Fig. 1: layout detail
Scale bar: 10 um. Region (56, 14) to (81, 39) um. Cells in gray, sequential cells in the stronger gray; small squares are vias.
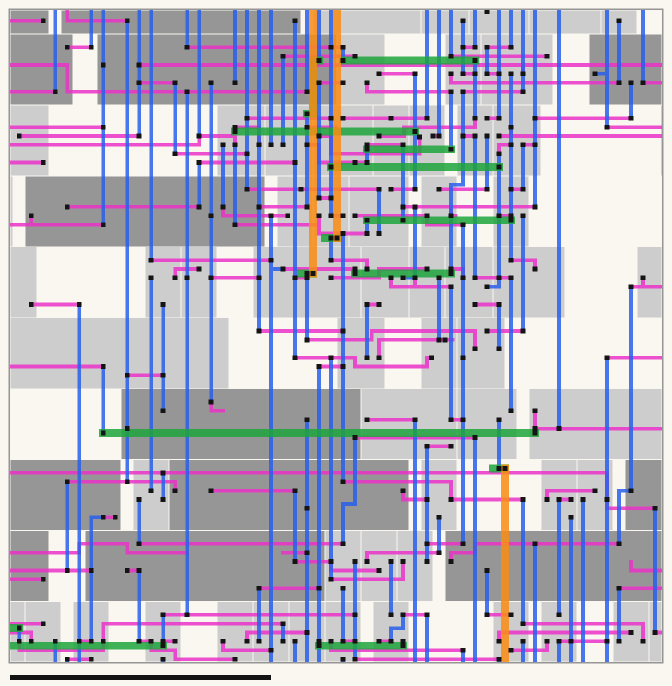
Fig. 2: routed metal per tile
28 x 17 tiles, from black (low) to pale yellow (high), scaled to the fullest tile. Values are wire area over tile area, all layers added.
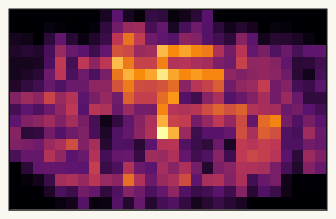
Fig. 3: gate families picked out
Scale bar: 50 um.
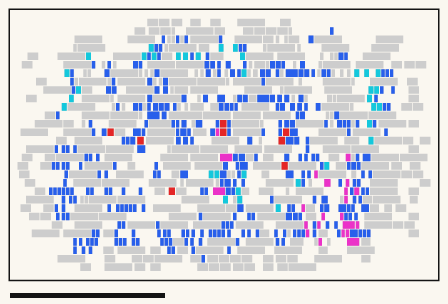
Design z80fi_insn_collector_flat, sky130hd; sources not shown.
==> run_results.csv <==
group,metric,value,unit
layout,sh_seq_area,0.442,
layout,bufAreaShareNonClock,0.148,
global_routing,first_global_vias,4316,
layout,clock_buffers,25,
critical_path,path_buffers,2,
floorplanning,die_y,87,um
route,antenna_left,0,
route,route.vias.total,4429,
status,status,"complete, no violations",
timing,clock_skew,0.00875,ns
layout,clk_share,0.0786,
timing,period_minus_slack,2.33,ns
global_routing,grt_first_pass_wirelength,21400,um
route,highest_layer,"met4",
route,viasPerCell,5.09,
clocking,post_cts_buffers,0,
placement,dp_slack,1.12,ns
yosys,yosys-stat-area,5300,um2
clocking,cts_root_buf,"clkbuf_16",
pwr,max-vdd-ir-drop,407,uV
yosys,syn_area,5300,um2
pwr,p_comb_frac,0.186,
layout,dominant_cells,"sequential cells",
timing,setup_tns,0,ns
yosys,syn_area_per_cell,8.61,um2
yosys,ys_warn_count,0,
placement,dp_hpwl,8500,um
critical_path,rrSetupSlack,1.79,ns
critical_path,endpoint_kind,"register",
floorplanning,io_pins,98,
critical_path,crit_fanout,18,
clocking,ctsHoldBuffers,0,
clocking,htree_levels,4,
layout,syn2layout_area_growth,30.3,%
pwr,pwr-share-seq,0.424,
yosys,netlist.top_cell.by_area,"dfrtp_1",
pwr,finalPower,3.80,mW
yosys,adder_share,0.0118,
layout,inverters,74,
global_routing,grt_use_met1,0.314,
yosys,ys_sh_mux,0,
pwr,power.switching,1.02,mW
timing,hold_viol,0,
placement,gp_congestion,0.856,
Notes on Fig. 1 above:
color	layer
green	met3
blue	met2
orange	met4
magenta	met1
cells with their middle in the window	54
sequential cells in the window	6
most frequent	nand2_1 (26), dfrtp_1 (6), o21ai_0 (5)

Notes on Fig. 2 above:
densest ninth of the die	center
emptiest ninth of the die	north-west
nearly empty tiles	12%
routed length per instance: 14.7 um
Routed WL: 12800 um
GRT Overall Usage: 0.227

Notes on Fig. 3 above:
color	family	cells
cyan	inverting AOI/OAI gates	34
red	AND and OR gates	8
magenta	NOR gates	22
blue	NAND gates	318
most frequent logic cell in the layout: nand2_1
fin cells: 870
Comb area share: 0.265

Power figures rest on the tool's default switching activity, not on a simulated workload.
